## src/rtl/cpu_pkg.sv

```systemverilog
// Shared definitions for the fetch stage: word size, reset PC, NOP encoding
// and the fetch FSM state encoding.
package cpu_pkg;

    localparam int unsigned WORD_W = 32;

    localparam logic [WORD_W-1:0] RESET_PC_DEF = 32'h0000_0000;
    localparam logic [WORD_W-1:0] INST_NOP_DEF = 32'h0000_0000;
    localparam logic [WORD_W-1:0] INST_BYTES   = 32'd4;

    typedef enum logic [1:0] {
        S_IDLE = 2'd0,
        S_WAIT = 2'd1,
        S_FULL = 2'd2
    } fetch_state_e;

    // Sequential next PC; wraps modulo 2^32.
    function automatic logic [WORD_W-1:0] pc_incr(input logic [WORD_W-1:0] pc);
        return pc + INST_BYTES;
    endfunction

endpackage

```

## src/rtl/inst_fetch_if.sv

```systemverilog
// Fetch-stage bus: decode-side controls, instruction-memory handshake and the
// IF/ID outputs. Optional perf counters appear when INST_FETCH_PERF_EN is defined.
interface inst_fetch_if;
    import cpu_pkg::*;

    // Decode side
    logic              pause_i;
    logic              redirect_i;
    logic [WORD_W-1:0] redirect_pc_i;
    // Instruction memory
    logic              imem_req_o;
    logic [WORD_W-1:0] imem_addr_o;
    logic              imem_rvalid_i;
    logic [WORD_W-1:0] imem_rdata_i;
    // IF/ID register
    logic [WORD_W-1:0] inst_o;
    logic [WORD_W-1:0] pc_o;
    logic              valid_o;

`ifdef INST_FETCH_PERF_EN
    logic [31:0]       perf_fetched_o;
    logic [31:0]       perf_stall_o;

    modport master (
        input  pause_i, redirect_i, redirect_pc_i, imem_rvalid_i, imem_rdata_i,
        output imem_req_o, imem_addr_o, inst_o, pc_o, valid_o,
        output perf_fetched_o, perf_stall_o
    );

    modport slave (
        output pause_i, redirect_i, redirect_pc_i, imem_rvalid_i, imem_rdata_i,
        input  imem_req_o, imem_addr_o, inst_o, pc_o, valid_o,
        input  perf_fetched_o, perf_stall_o
    );
`else
    modport master (
        input  pause_i, redirect_i, redirect_pc_i, imem_rvalid_i, imem_rdata_i,
        output imem_req_o, imem_addr_o, inst_o, pc_o, valid_o
    );

    modport slave (
        output pause_i, redirect_i, redirect_pc_i, imem_rvalid_i, imem_rdata_i,
        input  imem_req_o, imem_addr_o, inst_o, pc_o, valid_o
    );
`endif

endinterface

```

## src/rtl/inst_fetch_if_id_reg.sv

```systemverilog
// IF/ID pipeline register with load / bubble / hold control. Load wins over
// bubble; with neither asserted the contents hold. Also used as the skid buffer.
module if_id_reg
    import cpu_pkg::*;
#(
    parameter logic [WORD_W-1:0] INST_NOP = INST_NOP_DEF
) (
    input  logic              clk,
    input  logic              rst,
    input  logic              i_load,
    input  logic              i_bubble,
    input  logic [WORD_W-1:0] i_inst,
    input  logic [WORD_W-1:0] i_pc,
    output logic [WORD_W-1:0] o_inst,
    output logic [WORD_W-1:0] o_pc,
    output logic              o_valid
);

    logic [WORD_W-1:0] r_inst;
    logic [WORD_W-1:0] r_pc;
    logic              r_valid;

    // Register update: load a new instruction, insert a bubble, or hold.
    always_ff @(posedge clk or posedge rst) begin
        if (rst) begin
            r_inst  <= INST_NOP;
            r_pc    <= '0;
            r_valid <= 1'b0;
        end else if (i_load) begin
            r_inst  <= i_inst;
            r_pc    <= i_pc;
            r_valid <= 1'b1;
        end else if (i_bubble) begin
            r_inst  <= INST_NOP;
            r_valid <= 1'b0;
        end
    end

    assign o_inst  = r_inst;
    assign o_pc    = r_pc;
    assign o_valid = r_valid;

endmodule

```

## src/rtl/inst_fetch.sv

```systemverilog
// Instruction-fetch stage with IF/ID register and one-entry skid buffer.
// One outstanding imem read; decode redirects take effect after the delay slot.
// Optional perf counters are enabled by defining INST_FETCH_PERF_EN.
module inst_fetch
    import cpu_pkg::*;
#(
    parameter logic [WORD_W-1:0] RESET_PC = RESET_PC_DEF,
    parameter logic [WORD_W-1:0] INST_NOP = INST_NOP_DEF
) (
    input  logic          clk,
    input  logic          rst,
    inst_fetch_if.master  fetch_bus
);

    fetch_state_e      r_state;
    logic [WORD_W-1:0] r_fetch_pc;
    logic [WORD_W-1:0] r_redir_tgt;
    logic              r_redir_pend;

    logic              w_valid;
    logic [WORD_W-1:0] w_inst;
    logic [WORD_W-1:0] w_pc;
    logic              w_skid_valid;
    logic [WORD_W-1:0] w_skid_inst;
    logic [WORD_W-1:0] w_skid_pc;

    logic              w_rsp_load;
    logic              w_rsp_skid;
    logic              w_skid_move;
    logic              w_advance;
    logic              w_redir_take;
    logic [WORD_W-1:0] w_pc_adv;
    logic              w_req;
    logic [WORD_W-1:0] w_addr;
    logic [WORD_W-1:0] w_load_inst;
    logic [WORD_W-1:0] w_load_pc;

    // Response goes straight to IF/ID unless decode is stalled on a real instruction.
    assign w_rsp_load  = (r_state == S_WAIT) && fetch_bus.imem_rvalid_i &&
                         (!w_valid || !fetch_bus.pause_i);
    assign w_rsp_skid  = (r_state == S_WAIT) && fetch_bus.imem_rvalid_i &&
                         w_valid && fetch_bus.pause_i;
    assign w_skid_move = (r_state == S_FULL) && !fetch_bus.pause_i;

    // Every IF/ID load frees the single outstanding slot, so the PC advances
    // and the next read issues in the same cycle.
    assign w_advance    = w_rsp_load || w_skid_move;
    assign w_redir_take = fetch_bus.redirect_i && w_valid && !fetch_bus.pause_i;
    assign w_pc_adv     = r_redir_pend ? r_redir_tgt : pc_incr(r_fetch_pc);

    assign w_req  = !rst && ((r_state == S_IDLE) || w_advance);
    assign w_addr = w_advance ? w_pc_adv : r_fetch_pc;

    assign w_load_inst = w_skid_valid ? w_skid_inst : fetch_bus.imem_rdata_i;
    assign w_load_pc   = w_skid_valid ? w_skid_pc : r_fetch_pc;

    // Fetch FSM together with the fetch PC and pending-redirect bookkeeping.
    always_ff @(posedge clk or posedge rst) begin
        if (rst) begin
            r_state      <= S_IDLE;
            r_fetch_pc   <= RESET_PC;
            r_redir_tgt  <= '0;
            r_redir_pend <= 1'b0;
        end else begin
            case (r_state)
                S_IDLE:  r_state <= S_WAIT;
                S_WAIT:  if (w_rsp_skid) r_state <= S_FULL;
                S_FULL:  if (w_skid_move) r_state <= S_WAIT;
                default: r_state <= S_IDLE;
            endcase

            if (w_advance) begin
                r_fetch_pc <= w_pc_adv;
            end

            // A redirect in the same cycle as an advance applies to the next advance.
            if (w_redir_take) begin
                r_redir_pend <= 1'b1;
                r_redir_tgt  <= fetch_bus.redirect_pc_i;
            end else if (w_advance) begin
                r_redir_pend <= 1'b0;
            end
        end
    end

    if_id_reg #(
        .INST_NOP (INST_NOP)
    ) u_if_id (
        .clk      (clk),
        .rst      (rst),
        .i_load   (w_advance),
        .i_bubble (!fetch_bus.pause_i),
        .i_inst   (w_load_inst),
        .i_pc     (w_load_pc),
        .o_inst   (w_inst),
        .o_pc     (w_pc),
        .o_valid  (w_valid)
    );

    // Skid entry: filled when a response lands during a stall, drained on release.
    if_id_reg #(
        .INST_NOP (INST_NOP)
    ) u_skid (
        .clk      (clk),
        .rst      (rst),
        .i_load   (w_rsp_skid),
        .i_bubble (w_skid_move),
        .i_inst   (fetch_bus.imem_rdata_i),
        .i_pc     (r_fetch_pc),
        .o_inst   (w_skid_inst),
        .o_pc     (w_skid_pc),
        .o_valid  (w_skid_valid)
    );

    assign fetch_bus.imem_req_o  = w_req;
    assign fetch_bus.imem_addr_o = w_addr;
    assign fetch_bus.inst_o      = w_inst;
    assign fetch_bus.pc_o        = w_pc;
    assign fetch_bus.valid_o     = w_valid;

`ifdef INST_FETCH_PERF_EN
    logic [31:0] r_perf_fetched;
    logic [31:0] r_perf_stall;

    // Count IF/ID loads and cycles where decode stalls on a valid instruction.
    always_ff @(posedge clk or posedge rst) begin
        if (rst) begin
            r_perf_fetched <= '0;
            r_perf_stall   <= '0;
        end else begin
            if (w_advance) begin
                r_perf_fetched <= r_perf_fetched + 32'd1;
            end
            if (w_valid && fetch_bus.pause_i) begin
                r_perf_stall <= r_perf_stall + 32'd1;
            end
        end
    end

    assign fetch_bus.perf_fetched_o = r_perf_fetched;
    assign fetch_bus.perf_stall_o   = r_perf_stall;
`endif

endmodule

```

## src/flat_wrapper.sv

```systemverilog
// flat-port wrapper written by rule: the top's interface ports become plain ports
module inst_fetch_flat import cpu_pkg::*;
#(
    parameter logic [WORD_W-1:0] RESET_PC = RESET_PC_DEF,
    parameter logic [WORD_W-1:0] INST_NOP = INST_NOP_DEF
)
  (clk, rst, fetch_bus_pause_i, fetch_bus_redirect_i, fetch_bus_redirect_pc_i, fetch_bus_imem_rvalid_i, fetch_bus_imem_rdata_i, fetch_bus_imem_req_o, fetch_bus_imem_addr_o, fetch_bus_inst_o, fetch_bus_pc_o, fetch_bus_valid_o);
  inst_fetch_if fetch_bus_i ();
  input  logic clk;
  input  logic rst;
  input wire logic [$bits(fetch_bus_i.pause_i)-1:0] fetch_bus_pause_i;
  input wire logic [$bits(fetch_bus_i.redirect_i)-1:0] fetch_bus_redirect_i;
  input wire logic [$bits(fetch_bus_i.redirect_pc_i)-1:0] fetch_bus_redirect_pc_i;
  input wire logic [$bits(fetch_bus_i.imem_rvalid_i)-1:0] fetch_bus_imem_rvalid_i;
  input wire logic [$bits(fetch_bus_i.imem_rdata_i)-1:0] fetch_bus_imem_rdata_i;
  output wire logic [$bits(fetch_bus_i.imem_req_o)-1:0] fetch_bus_imem_req_o;
  output wire logic [$bits(fetch_bus_i.imem_addr_o)-1:0] fetch_bus_imem_addr_o;
  output wire logic [$bits(fetch_bus_i.inst_o)-1:0] fetch_bus_inst_o;
  output wire logic [$bits(fetch_bus_i.pc_o)-1:0] fetch_bus_pc_o;
  output wire logic [$bits(fetch_bus_i.valid_o)-1:0] fetch_bus_valid_o;
  assign fetch_bus_i.pause_i = fetch_bus_pause_i;
  assign fetch_bus_i.redirect_i = fetch_bus_redirect_i;
  assign fetch_bus_i.redirect_pc_i = fetch_bus_redirect_pc_i;
  assign fetch_bus_i.imem_rvalid_i = fetch_bus_imem_rvalid_i;
  assign fetch_bus_i.imem_rdata_i = fetch_bus_imem_rdata_i;
  assign fetch_bus_imem_req_o = fetch_bus_i.imem_req_o;
  assign fetch_bus_imem_addr_o = fetch_bus_i.imem_addr_o;
  assign fetch_bus_inst_o = fetch_bus_i.inst_o;
  assign fetch_bus_pc_o = fetch_bus_i.pc_o;
  assign fetch_bus_valid_o = fetch_bus_i.valid_o;
  inst_fetch #(.RESET_PC(RESET_PC), .INST_NOP(INST_NOP)) u_core (.clk(clk), .rst(rst), .fetch_bus(fetch_bus_i));
endmodule
```

## config.mk

```make
export PLATFORM = sky130hd
export DESIGN_NAME = inst_fetch_flat
export DESIGN_NICKNAME = d
export VERILOG_FILES = /design/src/rtl/cpu_pkg.sv /design/src/rtl/inst_fetch_if.sv /design/src/rtl/inst_fetch_if_id_reg.sv /design/src/rtl/inst_fetch.sv /design/src/flat_wrapper.sv
export SDC_FILE = /design/constraint.sdc
export NUM_CORES = 1
export LEC_CHECK = 0
export CAP_MARGIN = 20
export CORE_ASPECT_RATIO = 1.25
export CORE_MARGIN = 4
export CORE_UTILIZATION = 51
export CTS_BUF_LIST = sky130_fd_sc_hd__clkbuf_8
export DETAILED_ROUTE_END_ITERATION = 6
export HOLD_SLACK_MARGIN = 0.02
export PLACE_DENSITY = 0.88
export SYNTH_ARGS = -nofsm -noshare
export SYNTH_HDL_FRONTEND = slang
export SYNTH_SLANG_ARGS = --single-unit
export TNS_END_PERCENT = 1
```

## constraint.sdc

```tcl
create_clock -name clk -period 9 [get_ports clk]
set_input_delay 1.8 -clock clk [delete_from_list [all_inputs] [get_ports clk]]
set_output_delay 1.8 -clock clk [all_outputs]
set_load 0.03 [all_outputs]
```

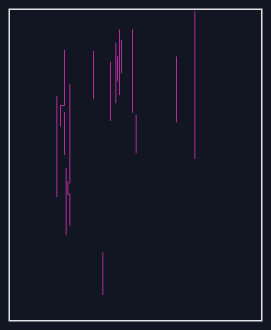
(run_1/met4.png)
Scale: 2 px per um.
nets with wire on the layer: 15
main direction: vertical
wire length on this layer: 549 um

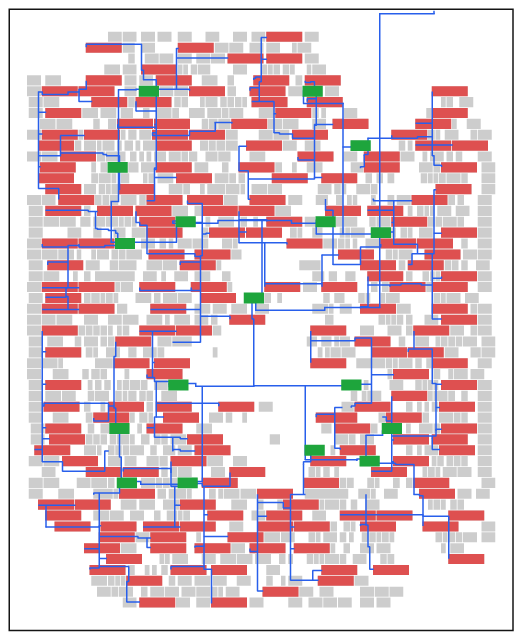
(run_1/clock_map.png)
Scale: 4 px per um.
legend:
  flip-flops:
    color: red
    count: 197
  cells driving clock nets:
    color: green
    count: 17
  clock wires:
    color: blue
    length: 2,120 um
flops lie: widely spread

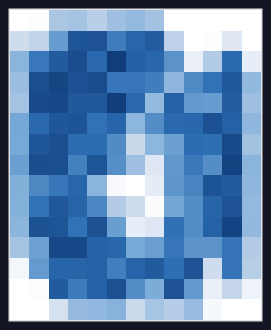
(run_1/density.png)
Scale: 2 px per um. The die is cut into 13 by 15 equal tiles; white is low, dark blue is high, 0 to 100% covered.
emptiest ninth of the die: upper right
mean over tiles: 55%
fullest tile: 95%
nearly empty tiles: 8.7%
tiles over 75% full: 35%

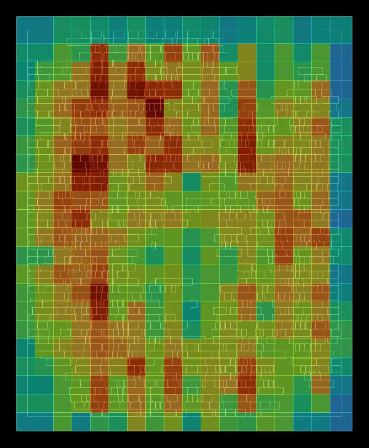
(run_1/final_congestion.png)
most heavily used metal layer in global routing: met2
Routed WL per cell: 18.0 um
Final Core Density: 64.8%

==> run summary, run 1 <==
Implementation status.

- The flow ran to the end, and the final reports show no timing, DRC or antenna violations.
- The first-pass iteration count of the detailed router is 5.
- The flow reports that sequential cells draw 42.5% of the design power.
- The final layout report lists a filler cell count of 1,291.
- Summing all multiplexer cells gives an area fraction of 16.3%.
- The timing report gives the biggest stage delay along the critical path as 710 ps.
- The classification of the worst setup path is input pin to primary output.
- Cells with a size suffix above 1 make up 12.1% of the layout.
- Along the critical path, the tally of buffer and inverter instances is 4.
- The synthesized design contains 0 enable-type register cells.
- For the pin with the worst max-slew slack, the measured transition is 1210 ps.
- The area share of the largest cell type after synthesis is 56.0%.
- The most critical hold endpoint after final layout shows a slack of 483 ps.
- The net switching fraction of the power is 40.6%.
- Of the total synthesized cell area, the portion taken by full adders, half adders and majority gates is 0.142%.
- The internal power of the cells is 2.18 mW.
- The share of total power dissipated in the clock network is 14.9%.
- After synthesis, flip-flops and latches occupy 56.0% of the total area.
- Per the layout area report, the register area comes to 0.00493 mm^2.
- Measured along the y axis, the die boundary spans 155 um.
- The endpoint of the worst-slack reg-to-reg timing path is u_core.r_fetch_pc[30].
- The areal power density over the cells is 334 mW/mm^2.
- Tracing the worst setup path back leads to its startpoint at fetch_bus_pause_i.
- The shortest period the worst path allows is 6810 ps.
- The combinational gate area is 0.00358 mm^2.
- The analysis attributes to net switching a power of 1.49 mW.
- Counting distinct cell types in the post-synthesis netlist gives 46.
- The first global-routing pass estimated 34,800 um of wire.
- The stage logs contain a warning count of 28.
- Per the run report, area growth between synthesis and finish was 24.3%.
- By area, the combinational part of the netlist is dominated by multiplexers.
- The count of vias placed by the detailed router is 6,738.
- The number of antenna violations at the first check in global routing came to 0.
- Looking at hold timing, the worst path starts from u_core.u_if_id.o_pc[31].
- The synthesized instance count is 815.
- The fraction of the mapped netlist area in compound gates is 12.8%.
- The violation count after the first detailed-routing iteration is 403.
- The internal reg-to-reg setup slack is 6040 ps.
- The startpoint of the worst-slack reg-to-reg timing path is u_core.r_fetch_pc[2].
- The required time reported for the critical path endpoint is 7200 ps.
- The mean instance size in the synthesized netlist is 10.8 um^2.
- The worst slack at placement is 2180 ps.
- The worst pin sits at a relative slew slack of 18.3%.
- STA classifies the critical path endpoint as a primary output.
- Total global-route track usage over all layers is 22.2%.
- The cell with the most instances after synthesis is sky130_fd_sc_hd__dfrtp_1.
- The count of non-filler cells in the finished layout is 1,178.
- The via density per instance is 5.72.
- The area enclosed by the die boundary is 0.0195 mm^2.
- The critical path goes through clkdlybuf4s50_1 > buf_4 > or3b_1 > o21a_4 > buf_4 > a2bb2oi_1 > clkdlybuf4s50_1.
- The die is 126 um wide.
- The critical path endpoint is fetch_bus_imem_addr_o[19].
- The final weighted congestion of routability-driven global placement is 0.811.
- The design draws 3.66 mW.
- The number of CTS-inserted buffers is 17.
- After Yosys synthesis, and, or, nand and nor cells account for 11.3% of the synthesized area.
- During synthesis, Yosys emitted a total of 0 warnings.
- The least setup slack across all paths after layout is 2190 ps.
- Buffers inserted to repair hold after CTS numbered 0.
- Static timing analysis puts the maximum clock frequency at 147 MHz.
- The detailed placer's ending HPWL is 14,600 um.
- The number of instances resized during post-cts repair is 0.
- The overflow left after global routing is 0.
- Port buffering added 166 buffers.
- The synthesized design spends more area on one cell type than any other, namely sky130_fd_sc_hd__dfrtp_1.
- The family with the most delay on the worst path is buffers and inverters.
- Nets still carrying antenna violations after routing amount to 0.
- Yosys attributes the largest share of cell area to sky130_fd_sc_hd__dfrtp_1, sky130_fd_sc_hd__mux2_2, sky130_fd_sc_hd__mux2i_1.
- Looking at the critical path, the highest net fanout was 65.
- The startpoint type of the worst setup path is an input pin.
- The top flip-flop cell by instance count after synthesis is sky130_fd_sc_hd__dfrtp_1.
- Setup repair after global routing left no endpoint under its margin.
- For this run, the final setup violation count is recorded as 0.
- The H-tree depth reported by CTS is 4.
- The floorplan step records an initial core utilization of 52.1%.
- Per the STA report, the cell with the highest stage delay on the worst path is sky130_fd_sc_hd__clkdlybuf4s50_1.
==> run 1: flip-flops by register name, indices dropped and copies added (netlist names) <==
signal / flops
u_core.u_skid.o_valid: 1
u_core.r_redir_pend: 1
u_core.r_redir_tgt: 32
u_core.u_if_id.o_pc: 32
u_core.u_skid.o_pc: 32
u_core.r_state: 2
u_core.r_fetch_pc: 32
u_core.u_if_id.o_inst: 32
u_core.u_if_id.o_valid: 1
u_core.u_skid.o_inst: 32
==> run 1: power groups by stage <==
| stage | clock network (mW) | logic, mW | registers, mW |
|---|---|---|---|
| after floorplan | 0 | 0.820 | 1.68 |
| final | 0.545 | 1.56 | 1.56 |
| after global routing | 0.594 | 1.68 | 1.60 |
| after global placement | 0 | 1.51 | 1.57 |
| after detailed placement | 0 | 1.54 | 1.59 |
| after CTS | 0.558 | 1.55 | 1.57 |
==> run 1: worst min path at each step <==
stage	endpoint	slack (ps)	cells after the start
global route	u_core.u_if_id.o_pc[1]	510	2
finish	u_core.u_if_id.o_pc[31]	480	2
CTS	u_core.u_if_id.o_pc[1]	490	2
global placement	u_core.u_if_id.o_pc[13]	460	2
floorplan	u_core.r_redir_tgt[30]	470	1
detailed placement	u_core.u_if_id.o_pc[1]	470	2
==> run 1: metal layers <==
metal | global-route usage (%) | part of all wire, % | vias to the layer above
met5 | 0 | 0 | -
met2 | 38.2 | 51 | 257
li1 | - | - | 3160
met4 | 8.42 | 2.6 | 0
met1 | 26.5 | 40 | 3283
met3 | 6.22 | 6.4 | 38
==> run 1: area by class of cell <==
type                            count  share of cell area (%)
Clock buffer                       20                    2.51
Clock inverter                     11                   0.925
Inverter                            9                   0.377
Multi-Input combinational cell    546                    32.7
Sequential cell                   197                    45.0
Tap cell                          220                    2.51
Timing Repair Buffer              175                    15.9
==> run 1 -> run 2 <==
--- a/config.mk
+++ b/config.mk
@@ -8,11 +8,11 @@
 export CAP_MARGIN = 20
 export CORE_ASPECT_RATIO = 1.25
 export CORE_MARGIN = 4
-export CORE_UTILIZATION = 51
+export CORE_UTILIZATION = 49
 export CTS_BUF_LIST = sky130_fd_sc_hd__clkbuf_8
 export DETAILED_ROUTE_END_ITERATION = 6
 export HOLD_SLACK_MARGIN = 0.02
-export PLACE_DENSITY = 0.88
+export PLACE_DENSITY = 0.89
 export SYNTH_ARGS = -nofsm -noshare
 export SYNTH_HDL_FRONTEND = slang
 export SYNTH_SLANG_ARGS = --single-unit
==> constraint.sdc (replaced) <==
create_clock -name clk -period 5.6 [get_ports clk]
set_input_delay 1.12 -clock clk [delete_from_list [all_inputs] [get_ports clk]]
set_output_delay 1.12 -clock clk [all_outputs]
set_load 0.03 [all_outputs]
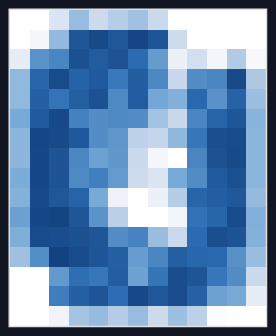
(run_2/density.png)
Scale: 2 px per um. The die is cut into 13 by 16 equal tiles; white is low, dark blue is high, 0 to 100% covered.
nearly empty tiles: 12%
fullest tile: 93%
densest ninth of the die: middle left
mean over tiles: 53%
Final Core Density: 62.7%
FP Core Util: 50.1%
placeable core region: 0.0176 mm^2

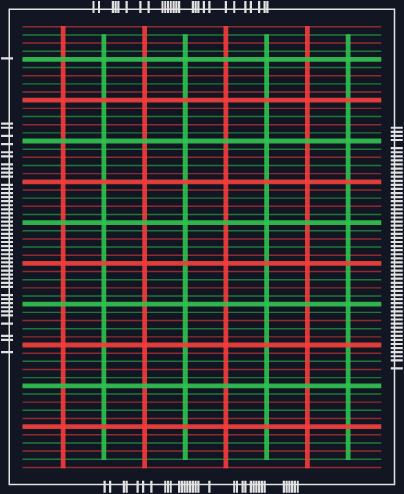
(run_2/pdn.png)
Scale: 3 px per um. Pins as bars on the die edge.
legend:
  VSS:
    color: red
  VDD:
    color: green
met5 straps: 10
rows: 54

==> run summary, run 2 <==
Implementation status.

- The critical path arrival is 3670 ps.
- The standby leakage power is 4.95 nW.
- Net switching is 40.5% of the power.
- Buffers added to address setup during post-CTS repair amount to 0.
- The remaining design rule violation count is 0.
- Per the OpenROAD floorplan log, the area of the die is 0.0202 mm^2.
- The number of rows created at floorplan is 54.
- The post-synthesis share of cell area spent on full adders, half adders and majority gates is 0.142%.
- Per the detailed-route log, wirelength across all metal layers totals 21,000 um.
- The path with the worst hold slack has its endpoint at u_core.u_if_id.o_pc[26].
- The cts-stage hold buffer count is 0.
- The setup path with the least slack is of type input pin to primary output.
- The final weighted congestion of routability-driven global placement is 0.875.
- Per the synth stats, the flop cell with the highest instance count is sky130_fd_sc_hd__dfrtp_1.
- According to the finish report, the design has a final net count of 1,018.
- The synthesized instance count is 815.
- The group that draws the most power in this run is combinational cells.
- The post-route cell area is 0.0110 mm^2.
- The synthesis run shows the most used standard cells to be sky130_fd_sc_hd__dfrtp_1, sky130_fd_sc_hd__o21ai_0, sky130_fd_sc_hd__nand2_1.
- The fraction of the mapped netlist area in compound gates is 12.8%.
- Per the post-synthesis report, the nets total 885.
- The count of antenna diodes in the layout is 0.
- TritonCTS built the clock tree.
- Clock tree synthesis selected as its root buffer the cell sky130_fd_sc_hd__clkbuf_8.
- STA lists the maximum fanout along the critical path as 48.
- The die is 158 um tall.
- The type recorded for the worst min-delay path is register to register.
- The cell with the most instances after synthesis is sky130_fd_sc_hd__dfrtp_1.
- The portion of total power attributed to combinational logic is 42.7%.
- Counting the warning lines in the Yosys log gives 0.
- The quantity of I/O buffers inserted on ports is 166.
- The fmax is 209 MHz.
- The layout filler cell count is 1,347.
- The number of antenna violations at the first check in global routing is 0.
- The capture point of the worst register-to-register path is recorded as u_core.r_fetch_pc[30].
- The sequential group share of total power is 42.0%.
- The worst reg-to-reg path cell count is 6.
- The maximum buffer depth of the clock tree is 2.
- In the hold timing report, the worst path depth is 2.
- The total of max-cap violations is 0.
- The total clock sinks is 197.
- The family with the most delay on the worst path is buffers and inverters.
- The final count of hold timing violations is 0.
- The switching component of the power was reported as 2.41 mW.
- The power of the combinational group is 2.54 mW.
- The worst-case IR drop observed on VDD is 0.332 mV.
- In this run the layout overhead on the synthesized area is reported as 25.0%.
- The required time reported for the critical path endpoint is 4480 ps.
- The area fraction in and, or, nand and nor cells after synthesis is 11.3%.
- The overall power of the completed layout is 5.95 mW.
- Setup repair after global routing left no endpoint under its margin.
- The most frequent logic cell in the layout is sky130_fd_sc_hd__dfrtp_1.
- The number of instances resized during post-cts repair is 0.
- The power in sequential cells is 2.50 mW.
- The count of tool warnings is 28.
- The die boundary width is 128 um.
- According to the dpl log, the detail-placed design has an HPWL of 14,200 um.
- The pin count of the biggest net entering global routing is 198.
- The cell that appears most often on the critical path is sky130_fd_sc_hd__clkdlybuf4s50_1.
- The count of nets left with antenna violations once routing finished came out at 0.
- Counting I/O delays and the setup requirement, the final critical path takes 4790 ps.
- The proportion of synthesized chip area in sequential cells is 56.0%.
- The via count of the first global-routing pass was 6,714.
- The aggregate global-route resource usage is 21.1%.
- The synthesized netlist devotes 0% of its cell area to XOR and XNOR gates.
- The synthesized netlist was found by Yosys to have 815 cells.
- The max-slew headroom at the worst pin is 29.4%.
- After the first detailed-routing iteration, the DRC count stood at 579.
- The flow ran to the end, and the final reports show no timing, DRC or antenna violations.
- After layout, the worst path uses 85.4% of the clock period.
- In the log, the iteration count for the first detailed-route pass is 5.
- The most common logic cells in the final layout are sky130_fd_sc_hd__dfrtp_1, sky130_fd_sc_hd__clkdlybuf4s50_1, sky130_fd_sc_hd__o21ai_0.
- STA classifies the critical path endpoint as a primary output.
- Hold timing on the final database bottoms out at a slack of 484 ps.
- The first global-routing pass estimated 34,100 um of wire.
- The synthesis stat section lists a flop and latch total of 197.
- After synthesis, the share of cell area in mux cells is 16.3%.
- The share of flip-flops with an asynchronous set or reset is 100%.
- The largest area contributor in the netlist is sky130_fd_sc_hd__dfrtp_1.
- The slowest cell on the critical path is sky130_fd_sc_hd__clkdlybuf4s50_1.
- Once placement completed, the tool counted placed cells totaling 1,152.
- The I/O pin count is 167.
- After synthesis, the mean cell area works out to 10.8 um^2.
- The internal reg-to-reg setup slack is 2830 ps.
- The timing report gives the clock slew at the launch and capture registers of the worst setup and hold paths as 90 ps.
- The final timing report counts setup violations totalling 0.
- The critical hold path startpoint is u_core.u_if_id.o_pc[26].
- The internal power of the cells is 3.54 mW.
- For reference, the top logic cell family by area is multiplexers.
- The count of buffer and inverter cells on the critical path is 3.
- The least setup slack across all paths after layout is 815 ps.
- After detailed routing, the number of vias per cell comes to 5.67.
- The total overflow left after global routing is 0.
- The count of cell types in the netlist is 46.
- The count of non-filler cells in the finished layout is 1,184.
- The total negative setup slack is 0 ps.
- Looking at the clock tree report, the H-tree level count equals 4.
- The area share of the largest cell type after synthesis is 56.0%.
- Prior to clock tree synthesis, the placed netlist has a worst setup slack of 835 ps.
- Sorting the synthesized cells by area gives the leading types as sky130_fd_sc_hd__dfrtp_1, sky130_fd_sc_hd__mux2_2, sky130_fd_sc_hd__mux2i_1.
- Traced cell by cell, the critical path runs through clkdlybuf4s50_1 > or3b_1 > buf_4 > o21a_4 > nor2_1 > o2bb2a_1 > clkdlybuf4s50_1.
- Summing every instance area after synthesis gives 0.00881 mm^2.
- The number of CTS-inserted buffers is 17.
- In the final layout, the share of cells above drive strength 1 is 15.1%.
- The script logs the mean routed wire length per placed instance as 17.7 um.
- According to the Yosys statistics, the synthesized design has a chip area of 0.00881 mm^2.
- The post-synth count of flops with an enable pin is 0.
- Looking at the max-slew report, the worst-margin pin has a slew of 1050 ps.
- For this run, the slowest stage of the critical path takes 600 ps.
- Summing over every cut layer, the via total after detailed routing is 6,709.
- The total count of max-transition violations in the final report is 0.
- The clock network power reported by the tool is 909 uW.
- The startpoint of the worst-slack reg-to-reg timing path is u_core.r_fetch_pc[2].
- Total power normalized to cell area comes to 540 mW/mm^2.
- The placed standard-cell area is 0.0106 mm^2.
- STA classifies the critical path startpoint as an input pin.
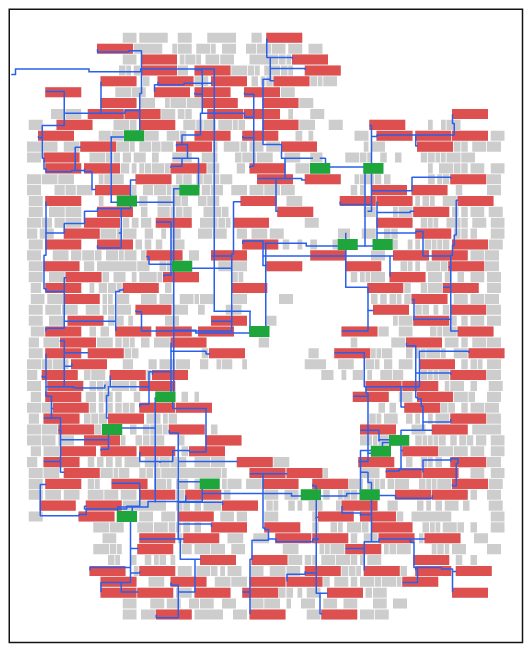
(run_2/clock_map.png)
Scale: 4 px per um.
legend:
  cells driving clock nets:
    color: green
    count: 17
  clock wires:
    color: blue
    length: 2,160 um
  flip-flops:
    color: red
    count: 197
routed clock nets: 18
flops lie: widely spread
worst-case clock skew: 13.8 ps
clock network fraction of total power: 15.3%
clk_lat worst skew: 460 ps

run 2: cells by family (layout without fill, tap and decap cells):
logic type	after synthesis	after routing
AOI/OAI and AO/OA	193	193
adders and majority gates	1	1
buffers and inverters	72	217
DFF	197	197
muxes	135	135
and+or+nand+nor	217	217
run 2: layout make-up:
class / instances / area (um^2) / area share [%]
timing repair buffer: 177 / 1780 / 16.2
inverter: 9 / 37.5 / 0.341
clock buffer: 19 / 262 / 2.38
tap: 224 / 280 / 2.55
multi-input combinational: 546 / 3580 / 32.6
clock inverter: 12 / 130 / 1.18
sequential: 197 / 4930 / 44.8
run 2: per-layer routing:
| metal | global-route usage [%] | wire length, um | up-vias |
|---|---|---|---|
| met3 | 4.22 | 1280 | 38 |
| met2 | 35.1 | 10400 | 253 |
| met1 | 27.6 | 8770 | 3260 |
| met5 | 0 | 0 | - |
| li1 | - | - | 3158 |
| met4 | 7.63 | 497 | 0 |
run 2: worst max path at each step:
| stage | from | end | slack, ps | cells after the start |
|---|---|---|---|---|
| floorplan | fetch_bus_pause_i | fetch_bus_imem_addr_o[10] | 1680 | 6 |
| global placement | fetch_bus_pause_i | fetch_bus_imem_addr_o[14] | 830 | 7 |
| detailed placement | fetch_bus_pause_i | fetch_bus_imem_addr_o[14] | 840 | 7 |
| CTS | fetch_bus_pause_i | fetch_bus_imem_addr_o[14] | 820 | 7 |
| global route | fetch_bus_pause_i | fetch_bus_imem_addr_o[14] | 660 | 7 |
| finish | fetch_bus_pause_i | fetch_bus_imem_addr_o[14] | 810 | 7 |
Power is estimated from default activity; no workload was simulated.
